$ cat src/rtl/pipe_pkg.sv
// Shared pipeline types and per-boundary bundle widths.
// Every stage register imports this package.
package pipe_pkg;

  localparam int IFID_CTRL_W  = 10;
  localparam int IFID_DATA_W  = 64;
  localparam int IDEX_CTRL_W  = 10;
  localparam int IDEX_DATA_W  = 32;
  localparam int EXMEM_CTRL_W = 10;
  localparam int EXMEM_DATA_W = 32;
  localparam int MEMWB_CTRL_W = 10;
  localparam int MEMWB_DATA_W = 32;

  typedef struct packed {
    logic       reg_write;
    logic       mem_to_reg;
    logic       mem_write;
    logic       mem_read;
    logic [5:0] alu_mode;
  } ctrl_t;

  localparam ctrl_t CTRL_NOP = '0;

endpackage

$ cat src/rtl/pipe_skid_slot.sv
// One valid+ctrl+data holding register with load and clear-valid.
// Clear zeroes ctrl so a squashed slot never carries live controls.
module pipe_skid_slot #(
  parameter int CTRL_W     = 10,
  parameter int DATA_W     = 32,
  parameter bit RESET_DATA = 1'b1
) (
  input  logic              clk,
  input  logic              rst,
  input  logic              load,
  input  logic              clr,
  input  logic [CTRL_W-1:0] in_ctrl,
  input  logic [DATA_W-1:0] in_data,
  output logic              valid,
  output logic [CTRL_W-1:0] ctrl,
  output logic [DATA_W-1:0] data
);

  logic              valid_q, valid_d;
  logic [CTRL_W-1:0] ctrl_q, ctrl_d;
  logic [DATA_W-1:0] data_q, data_d;

  always_comb begin
    valid_d = valid_q;
    ctrl_d  = ctrl_q;
    data_d  = data_q;
    if (clr) begin
      valid_d = 1'b0;
      ctrl_d  = '0;
    end else if (load) begin
      valid_d = 1'b1;
      ctrl_d  = in_ctrl;
      data_d  = in_data;
    end
  end

  always_ff @(posedge clk) begin
    if (rst) begin
      valid_q <= 1'b0;
      ctrl_q  <= '0;
    end else begin
      valid_q <= valid_d;
      ctrl_q  <= ctrl_d;
    end
  end

  generate
    if (RESET_DATA) begin : g_data_rst
      always_ff @(posedge clk) begin
        if (rst) data_q <= '0;
        else     data_q <= data_d;
      end
    end else begin : g_data_norst
      always_ff @(posedge clk) begin
        data_q <= data_d;
      end
    end
  endgenerate

  assign valid = valid_q;
  assign ctrl  = ctrl_q;
  assign data  = data_q;

endmodule

$ cat src/rtl/pipe_stage_hs.sv
// Elastic valid/ready stage register: main slot M plus skid slot S,
// with flush squash and a saturating backpressure counter.
module pipe_stage_hs
  import pipe_pkg::*;
#(
  parameter int CTRL_W      = IDEX_CTRL_W,
  parameter int DATA_W      = IDEX_DATA_W,
  parameter bit RESET_DATA  = 1'b1,
  parameter int STALL_CNT_W = 16
) (
  input  logic                   clk,
  input  logic                   rst,
  input  logic                   flush,
  input  logic                   in_valid,
  output logic                   in_ready,
  input  logic [CTRL_W-1:0]      in_ctrl,
  input  logic [DATA_W-1:0]      in_data,
  output logic                   out_valid,
  input  logic                   out_ready,
  output logic [CTRL_W-1:0]      out_ctrl,
  output logic [DATA_W-1:0]      out_data,
  output logic [STALL_CNT_W-1:0] stall_cnt
);

  logic              m_valid, s_valid;
  logic [CTRL_W-1:0] m_ctrl, s_ctrl;
  logic [DATA_W-1:0] m_data, s_data;

  logic              accept, emit;
  logic              m_load, m_clr;
  logic              s_load, s_clr;
  logic [CTRL_W-1:0] m_ctrl_in;
  logic [DATA_W-1:0] m_data_in;

  logic [STALL_CNT_W-1:0] stall_q, stall_d;

  assign in_ready  = !s_valid;
  assign accept    = in_valid && in_ready;
  assign emit      = m_valid && out_ready;
  assign out_valid = m_valid;
  assign out_ctrl  = m_valid ? m_ctrl : '0;
  assign out_data  = m_data;
  assign stall_cnt = stall_q;

  // S always refills M before a new entry, keeping FIFO order.
  always_comb begin
    m_load    = 1'b0;
    m_clr     = 1'b0;
    s_load    = 1'b0;
    s_clr     = 1'b0;
    m_ctrl_in = in_ctrl;
    m_data_in = in_data;
    if (flush) begin
      m_clr = 1'b1;
      s_clr = 1'b1;
    end else if (!m_valid || emit) begin
      if (s_valid) begin
        m_load    = 1'b1;
        s_clr     = 1'b1;
        m_ctrl_in = s_ctrl;
        m_data_in = s_data;
      end else if (accept) begin
        m_load = 1'b1;
      end else begin
        m_clr = 1'b1;
      end
    end else if (accept) begin
      s_load = 1'b1;
    end
  end

  always_comb begin
    stall_d = stall_q;
    if (m_valid && !out_ready && stall_q != '1)
      stall_d = stall_q + 1'b1;
  end

  always_ff @(posedge clk) begin
    if (rst) stall_q <= '0;
    else     stall_q <= stall_d;
  end

  pipe_skid_slot #(
    .CTRL_W     (CTRL_W),
    .DATA_W     (DATA_W),
    .RESET_DATA (RESET_DATA)
  ) u_m (
    .clk     (clk),
    .rst     (rst),
    .load    (m_load),
    .clr     (m_clr),
    .in_ctrl (m_ctrl_in),
    .in_data (m_data_in),
    .valid   (m_valid),
    .ctrl    (m_ctrl),
    .data    (m_data)
  );

  pipe_skid_slot #(
    .CTRL_W     (CTRL_W),
    .DATA_W     (DATA_W),
    .RESET_DATA (RESET_DATA)
  ) u_s (
    .clk     (clk),
    .rst     (rst),
    .load    (s_load),
    .clr     (s_clr),
    .in_ctrl (in_ctrl),
    .in_data (in_data),
    .valid   (s_valid),
    .ctrl    (s_ctrl),
    .data    (s_data)
  );

endmodule
$ cat config.mk
export PLATFORM = sky130hd
export DESIGN_NAME = pipe_stage_hs
export DESIGN_NICKNAME = d
export VERILOG_FILES = /design/src/rtl/pipe_pkg.sv /design/src/rtl/pipe_skid_slot.sv /design/src/rtl/pipe_stage_hs.sv
export SDC_FILE = /design/constraint.sdc
export NUM_CORES = 1
export LEC_CHECK = 0
export ABC_AREA = 0
export CAP_MARGIN = 15
export CORE_UTILIZATION = 49
export CTS_CLUSTER_DIAMETER = 40
export CTS_CLUSTER_SIZE = 12
export DETAILED_ROUTE_END_ITERATION = 8
export PLACE_DENSITY = 0.79
export SETUP_SLACK_MARGIN = 0.15
export SYNTH_ARGS = -nofsm -noshare
export SYNTH_HDL_FRONTEND = slang
export SYNTH_SLANG_ARGS = --single-unit
export TNS_END_PERCENT = 10
$ cat constraint.sdc
create_clock -name clk -period 2.5 [get_ports clk]
set_clock_uncertainty 0.2 [all_clocks]
set_input_delay 0.75 -clock clk [delete_from_list [all_inputs] [get_ports clk]]
set_output_delay 0.75 -clock clk [all_outputs]
set_load 0.05 [all_outputs]
run_1/m2.png
Scale bar: 20 µm.
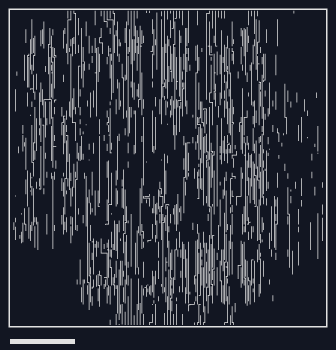
longest straight run = 32.0 µm
main direction = vertical

run_1/class_map.png
Scale bar: 20 µm. Fill, decap, tap and diode cells in gray.
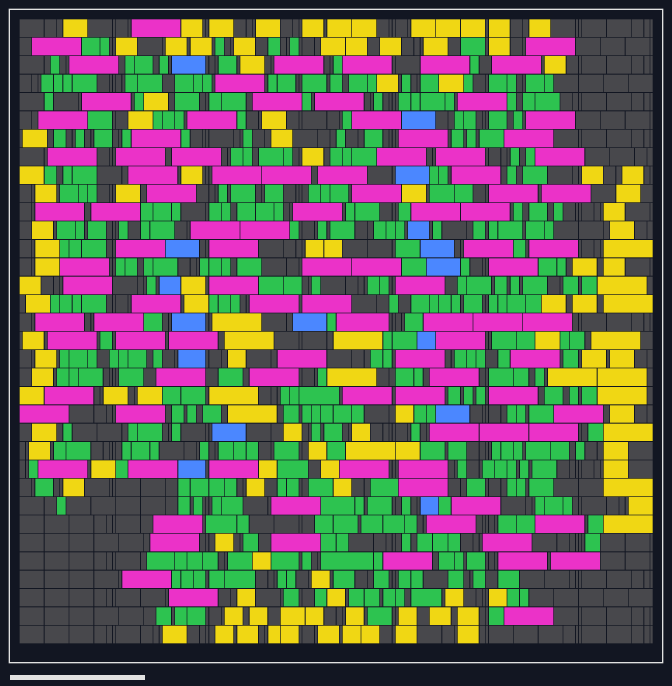
remaining logic cells -> green  # cells 356, share of their area 37%
clock drivers and dummy loads -> blue  # cells 16, share of their area 3.4%
remaining buffers and delay cells -> yellow  # cells 123, share of their area 23%
registers -> magenta  # cells 102, share of their area 36%

==> results_slide.txt, run 1 <==
Physical Implementation Snapshot

Status
  • Outcome: finished clean

Die
  • Number of top-level pins: 107
  • Standard-cell rows: 34
  • Core area: 8680 µm²
  • Die footprint: 9320 µm²
  • Chip Height: 96.5 µm
  • Core Density at Floorplan: 50.5%
  • Die width: 96.5 µm

Route
  • Via density per instance: 5.45
  • DRC violations left: 0
  • Iteration-0 DRC Markers: 143
  • Remaining number of nets flagged by the antenna check after routing: 0
  • Via count: 3843
  • Average wire per standard cell: 14.5 µm
  • First-pass detailed-route iteration total: 4
  • Routed Wire Length: 10200 µm

Global routing
  • Maximum number of pins on one net before global-route repair: 64
  • GRT overflow: 0
  • Initial antenna violation count: 0
  • GR Util All Layers: 21.8%
  • Wire length of the first global-routing pass: 15800 µm
  • Number of global-route vias before repair: 3419

Place
  • Count of input and output buffers: 106
  • HPWL after DPL: 7000 µm
  • Dpl cell area: 5620 µm²
  • Post-Place Setup Slack: -0.270 ns
  • Post-placement cell count: 689
  • GPL Wtd Cong: 0.814

Setup path
  • Crit end category: register
  • Delay contributed by the slowest stage of the critical path: 0.52 ns
  • Buffers plus inverters on the worst setup path: 2
  • Critical path depth in cells: 5
  • Critical path start-end classification: input port to register
  • Required time of the worst setup path: 2.56 ns
  • Critical Path Slowest Stage Cell: sky130_fd_sc_hd__or3_2
  • Setup slack, reg-to-reg: 0.39 ns
  • Register-to-Register Path Depth: 6
  • Beginning of the worst register-to-register path: stall_cnt[0]$_SDFFE_PP0P_
  • Critical register-to-register path endpoint: stall_cnt[0]$_SDFFE_PP0P_
  • CP cell instances: clkdlybuf4s50_1 -> or3_2 -> buf_12 -> mux2i_1 -> a211oi_1
  • Delay-heaviest family, CP: buffers and inverters
  • Biggest fanout along the worst timing path: 32
  • Critical path capture point: u_m.data[29]$_SDFFE_PP0P_
  • Start point of the critical path: flush
  • Crit start category: input port
  • Data arrival time of the worst path: 2.37 ns

Final timing
  • Slew Limit Fails: 0
  • Final period utilization: 92.3%
  • Achievable clock frequency: 433 MHz
  • Setup ws final: 0.193 ns
  • Relative slew slack: 65.7%
  • Final setup vio count: 0
  • Worst-Margin Slew: 0.517 ns
  • Fin. Hold Viols: 0
  • Minimum period implied by the final worst setup slack: 2.31 ns
  • RSZ-0062 raised after global routing: no
  • Min Hold Slack: 0.258 ns
  • Setup TNS after final layout: 0 ns

Synth
  • Number of synthesis warnings: 0
  • Library cells used by synthesis: 43
  • Area of the mapped netlist: 4380 µm²
  • Avg Synthesized Cell Area: 8.86 µm²
  • Share of flip-flops with an asynchronous set or reset: 0%
  • Post-synthesis instance total: 494
  • Yosys chip area: 4380 µm²
  • Sequential element share of the synthesized area: 46.6%
  • Count of instantiated cells in the yosys netlist: 494
  • Flops after synth: 102
  • Mapped Nets: 542
  • Dominant flop cell: sky130_fd_sc_hd__dfxtp_1
  • Post-synth tally of flip-flops with integrated enable: 0

Pwr
  • IR Drop Worst-Case VDD: 456 µV
  • Cell Pwr Density: 543 nW/µm²
  • Leak Pwr: 0.00245 µW
  • Overall power: 3130 µW

Finish
  • Fraction of the core area covered by cells at the end of the flow: 66.5%
  • Tally of non-filler cells in the final layout: 705
  • Most frequently placed logic cell in the final layout: sky130_fd_sc_hd__dfxtp_1
  • Final net count: 640
  • Signed area change from the synthesized netlist to the final layout: 31.7%
  • Ratio of cells with drive above 1 in the final layout: 13.2%
  • Number of diodes: 0
  • Post-route cell area: 5770 µm²
  • Most frequent cells in the layout: sky130_fd_sc_hd__dfxtp_1, sky130_fd_sc_hd__nand2_1, sky130_fd_sc_hd__a21oi_1

Clock tree
  • Register clock-pin slew on the reported worst setup and hold paths: 0.10 ns
  • CTS H-tree depth: 3
  • Hold buffer count at cts: 0
  • Max Buffers Root-to-Sink: 2
  • CTS buffer count: 9
  • Latency at later pin: 0.36 ns
  • TritonCTS clock tree: done
  • Number of clock sinks seen by CTS: 102
  • CTS Root Buffer Type: sky130_fd_sc_hd__clkbuf_8

Min path
  • Hold Crit Class: register to register
  • Worst hold path stage count: 2

Job
  • Number of logged tool warnings: 26
  • Max-capacitance violation count: 0
run_1/placed.png
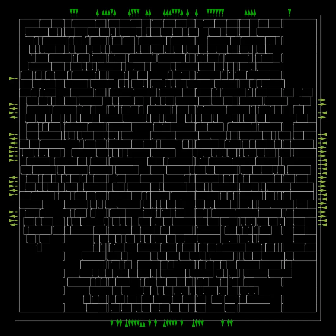
Well Taps: 108
number of fill cells: 729

-- run 1: timing repair --
action,in CTS,in global routing
resized,34,1
setup buffers,0,0
endpoints found under the setup margin,40,10
-- run 1: cells by family after synthesis --
family / count (synthesis) / synth area share [%]
compound gates: 110 / 15.8
xor+xnor: 1 / 0.200
fa+ha+maj: 1 / 0.286
buf+inv: 41 / 5.89
flops: 102 / 46.6
mux: 44 / 10.1
simple gates: 195 / 21.1
-- run 1: worst min path at each step --
stage	start	to	slack, ns
after floorplan	u_s.ctrl[0]$_SDFFE_PP0P_	u_s.ctrl[0]$_SDFFE_PP0P_	0.24
after global placement	u_s.data[26]$_SDFFE_PP0P_	u_s.data[26]$_SDFFE_PP0P_	0.24
after detailed placement	u_s.data[26]$_SDFFE_PP0P_	u_s.data[26]$_SDFFE_PP0P_	0.25
after CTS	u_s.data[5]$_SDFFE_PP0P_	u_s.data[5]$_SDFFE_PP0P_	0.26
after global routing	u_s.data[9]$_SDFFE_PP0P_	u_s.data[9]$_SDFFE_PP0P_	0.28
final	u_s.data[9]$_SDFFE_PP0P_	u_s.data[9]$_SDFFE_PP0P_	0.26
-- run 1: metal layers --
layer | wire, µm | GRT usage (%)
met1 | 4550 | 27.9
met2 | 4930 | 35.6
met3 | 507 | 3.99
met4 | 251 | 10.2
met5 | 0 | 0
-- run 1: Yosys cell counts, types with 2 or more instances --
cell                       instances  area, µm²
sky130_fd_sc_hd__or3_2             2       15.0
sky130_fd_sc_hd__mux2_1            2       22.5
sky130_fd_sc_hd__buf_12            4       80.1
sky130_fd_sc_hd__mux2i_1          42        420
sky130_fd_sc_hd__nand3_2           2       20.0
sky130_fd_sc_hd__or4_1             2       15.0
sky130_fd_sc_hd__nor2_1           50        188
sky130_fd_sc_hd__or3_1             5       31.3
sky130_fd_sc_hd__nor3_2            2       20.0
sky130_fd_sc_hd__dfxtp_1         102       2040
sky130_fd_sc_hd__nand3_1           6       30.0
sky130_fd_sc_hd__nor4_1            6       37.5
sky130_fd_sc_hd__a211oi_1         43        323
sky130_fd_sc_hd__buf_6             4       45.0
sky130_fd_sc_hd__nor2b_1           2       12.5
sky130_fd_sc_hd__and2_1           11       68.8
sky130_fd_sc_hd__nand4_2           2       25.0
sky130_fd_sc_hd__a21oi_1          51        255
sky130_fd_sc_hd__o21ai_1           4       20.0
sky130_fd_sc_hd__nand2b_1          2       12.5
sky130_fd_sc_hd__nand4_1           3       18.8
sky130_fd_sc_hd__o31ai_1           2       15.0
sky130_fd_sc_hd__buf_2             7       35.0
sky130_fd_sc_hd__clkbuf_1         21       78.8
sky130_fd_sc_hd__inv_1             5       18.8
sky130_fd_sc_hd__nand2_1          92        345
sky130_fd_sc_hd__o21ai_0           4       20.0
-- run 1: power by group --
part           total [µW]  internal, µW  switching (µW)  leakage, µW
clock network        1000           407             594    0.0000925
registers            1700          1670            27.0     0.000829
logic                 436           165             271      0.00152
-- run 1: area by class of cell --
class                           count  area, µm²
Inverter                            5       18.8
Timing Repair Buffer              123       1290
Tap cell                          108        135
Multi-Input combinational cell    351       2090
Clock buffer                       10        138
Clock inverter                      6       55.1
Sequential cell                   102       2040
Fill cell                         729       2910
run_1/clock_wires.png
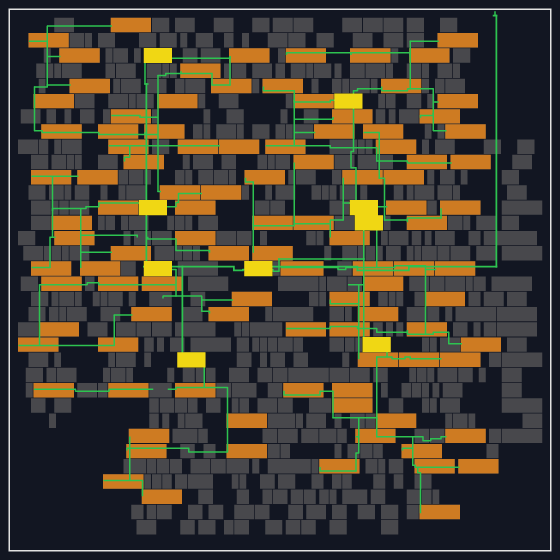

## Run 2: what changed since run 1
==> constraint.sdc (replaced) <==
create_clock -name clk -period 2.3 [get_ports clk]
set_clock_uncertainty 0.2 [all_clocks]
set_input_delay 0.69 -clock clk [delete_from_list [all_inputs] [get_ports clk]]
set_output_delay 0.69 -clock clk [all_outputs]
set_load 0.05 [all_outputs]
run_2/clock_wires.png
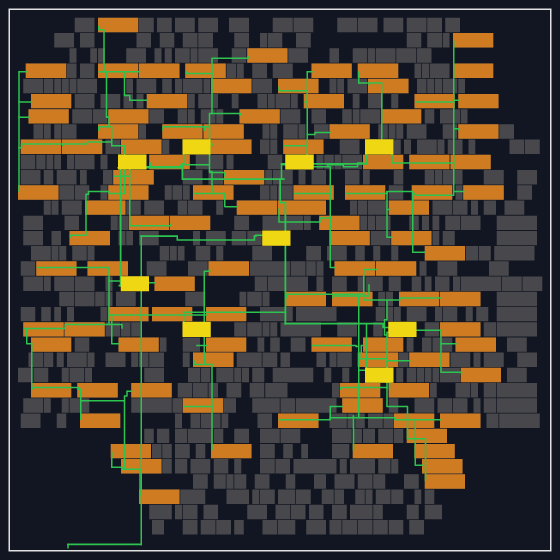
flip-flops -> orange  # count 102
clock-net drivers -> yellow  # count 9
clock wires -> green  # length 1070 µm
routed clock nets = 10
flops lie = spread over the die

==> run 2 against run 1 <==
Net effect: final area rose by 0.15%; combinational power rose by 13%; sequential power rose by 9%; global-route usage rose by 0.51 points; sequential share of layout area barely moved; first-iteration DRC count fell by 25%; non-clock buffer count rose by 7; clock-buffer cell count did not move; die size did not move; via count fell by 0.26%; cell count rose by 0.85%; worst hold slack got worse by 0.0025 ns.
==> results_slide.txt, run 2 <==
Physical Implementation Snapshot

Status
  • Outcome: finished clean

Finish
  • Ratio of cells with drive above 1 in the final layout: 19.4%
  • Number of diodes: 0
  • Fraction of the core area covered by cells at the end of the flow: 66.6%
  • Tally of non-filler cells in the final layout: 711
  • Number of fill cells: 751
  • Post-route cell area: 5780 µm²
  • Signed area change from the synthesized netlist to the final layout: 31.9%
  • Most frequently placed logic cell in the final layout: sky130_fd_sc_hd__dfxtp_1
  • Final net count: 647
  • Most frequent cells in the layout: sky130_fd_sc_hd__dfxtp_1, sky130_fd_sc_hd__nand2_1, sky130_fd_sc_hd__buf_4

Global routing
  • Wire length of the first global-routing pass: 16200 µm
  • GR Util All Layers: 22.3%
  • GRT overflow: 0
  • Initial antenna violation count: 0
  • Number of global-route vias before repair: 3627

Synth
  • Share of flip-flops with an asynchronous set or reset: 0%
  • Area of the mapped netlist: 4380 µm²
  • Flops after synth: 102
  • Library cells used by synthesis: 43
  • Post-synthesis instance total: 494
  • Mapped Nets: 542
  • Post-synthesis cell type with the largest combined area: sky130_fd_sc_hd__dfxtp_1
  • Avg Synthesized Cell Area: 8.86 µm²
  • Post-synth tally of flip-flops with integrated enable: 0
  • Top-area cell type share of the netlist area: 46.6%
  • Sequential element share of the synthesized area: 46.6%
  • Cell area leaders: sky130_fd_sc_hd__dfxtp_1, sky130_fd_sc_hd__mux2i_1, sky130_fd_sc_hd__nand2_1, sky130_fd_sc_hd__a211oi_1, sky130_fd_sc_hd__a21oi_1
  • Number of synthesis warnings: 0
  • Yosys chip area: 4380 µm²
  • Count of instantiated cells in the yosys netlist: 494
  • Dominant flop cell: sky130_fd_sc_hd__dfxtp_1
  • Most repeated cell in the gate-level netlist after synthesis: sky130_fd_sc_hd__dfxtp_1

Die
  • Standard-cell rows: 34
  • Number of top-level pins: 107
  • Core area: 8680 µm²
  • Die footprint: 9320 µm²
  • Die width: 96.5 µm
  • Core Density at Floorplan: 50.5%

Job
  • Max-capacitance violation count: 0
  • Number of logged tool warnings: 28

Place
  • Post-placement cell count: 696
  • Count of input and output buffers: 106
  • HPWL after DPL: 7000 µm
  • Dpl cell area: 5600 µm²
  • GPL Wtd Cong: 0.857

Pwr
  • Leak Pwr: 0.00242 µW
  • Overall power: 3350 µW
  • Cell Pwr Density: 579 nW/µm²

Final timing
  • Minimum period implied by the final worst setup slack: 2.10 ns
  • Final setup vio count: 0
  • Relative slew slack: 72.4%
  • RSZ-0062 raised after global routing: yes
  • Slew Limit Fails: 0
  • Worst-Margin Slew: 0.411 ns
  • Setup ws final: 0.204 ns

Route
  • Via density per instance: 5.39
  • Routed Wire Length: 10000 µm
  • First-pass detailed-route iteration total: 4
  • Via count: 3833
  • Iteration-0 DRC Markers: 107
  • DRC violations left: 0

Clock tree
  • Latency at later pin: 0.36 ns
  • TritonCTS clock tree: done
  • Post-CTS resize count: 2
  • Hold buffer count at cts: 0
  • CTS Root Buffer Type: sky130_fd_sc_hd__clkbuf_8
  • Max Buffers Root-to-Sink: 2
  • CTS buffer count: 9
  • Number of clock sinks seen by CTS: 102

Setup path
  • Critical path start-end classification: input port to register
  • Crit start category: input port
  • Critical Path Slowest Stage Cell: sky130_fd_sc_hd__clkdlybuf4s50_1
  • Crit end category: register
  • Required time of the worst setup path: 2.37 ns
  • Biggest fanout along the worst timing path: 60

Min path
  • Hold Crit Class: register to register
run 2: cell counts after synthesis:
Identical to the previous run, type by type.
run 2: path summary, 6_finish.rpt:
| path | slack [ns] | end | cells after the start | start |
|---|---|---|---|---|
| worst max-delay path | 0.20 | u_m.data[5]$_SDFFE_PP0P_ | 6 | flush |
| worst min-delay path | 0.26 | u_s.data[26]$_SDFFE_PP0P_ | 2 | u_s.data[26]$_SDFFE_PP0P_ |
| worst max register to register | 0.37 | stall_cnt[6]$_SDFFE_PP0P_ | 5 | stall_cnt[2]$_SDFFE_PP0P_ |
| worst min register to register | 0.26 | u_s.data[26]$_SDFFE_PP0P_ | 2 | u_s.data[26]$_SDFFE_PP0P_ |
run 2: cell type report:
| cell class | count | area [µm²] | area share (%) |
|---|---|---|---|
| well taps | 108 | 135 | 2.34 |
| inverters | 5 | 18.8 | 0.325 |
| flip-flops and latches | 102 | 2050 | 35.4 |
| repair buffers | 130 | 1310 | 22.7 |
| multi-input cells | 351 | 2100 | 36.3 |
| clock inverters | 5 | 35.0 | 0.606 |
| clock buffers | 10 | 138 | 2.38 |
run 2: layer usage:
metal	vias to the layer above	part of all wire [%]	global-route usage, %
met5	-	0	0
met2	89	50	38.5
li1	1932	-	-
met1	1798	43	26.9
met3	14	5.3	5.09
met4	0	1.8	8.70
run 2: stage by stage:
step                hold WS, ns  setup TNS [ns]
finish                    0.256               0
global route              0.278               0
CTS                       0.260               0
detailed placement        0.246          -22.32
global placement          0.240          -18.50
floorplan                 0.236               0
run 2: report_power, final:
part / switching [µW] / total [µW] / internal (µW)
Combinational: 294 / 491 / 197
Clock: 590 / 1010 / 420
Sequential: 31.7 / 1850 / 1810
Total: 916 / 3350 / 2430
run 2: tightest hold or removal path, stage by stage (launching register included):
cell and delay [ns]:
sky130_fd_sc_hd__dfxtp_1 0.31, sky130_fd_sc_hd__nand2_1 0.05, sky130_fd_sc_hd__a21oi_1 0.05
run 2: cell families after synthesis:
family,after synthesis,synth area share (%)
compound gates,110,15.8
xor+xnor,1,0.200
fa+ha+maj,1,0.286
buf+inv,41,5.89
flops,102,46.6
mux,44,10.1
simple gates,195,21.1
Power and IR drop assume default switching activity.
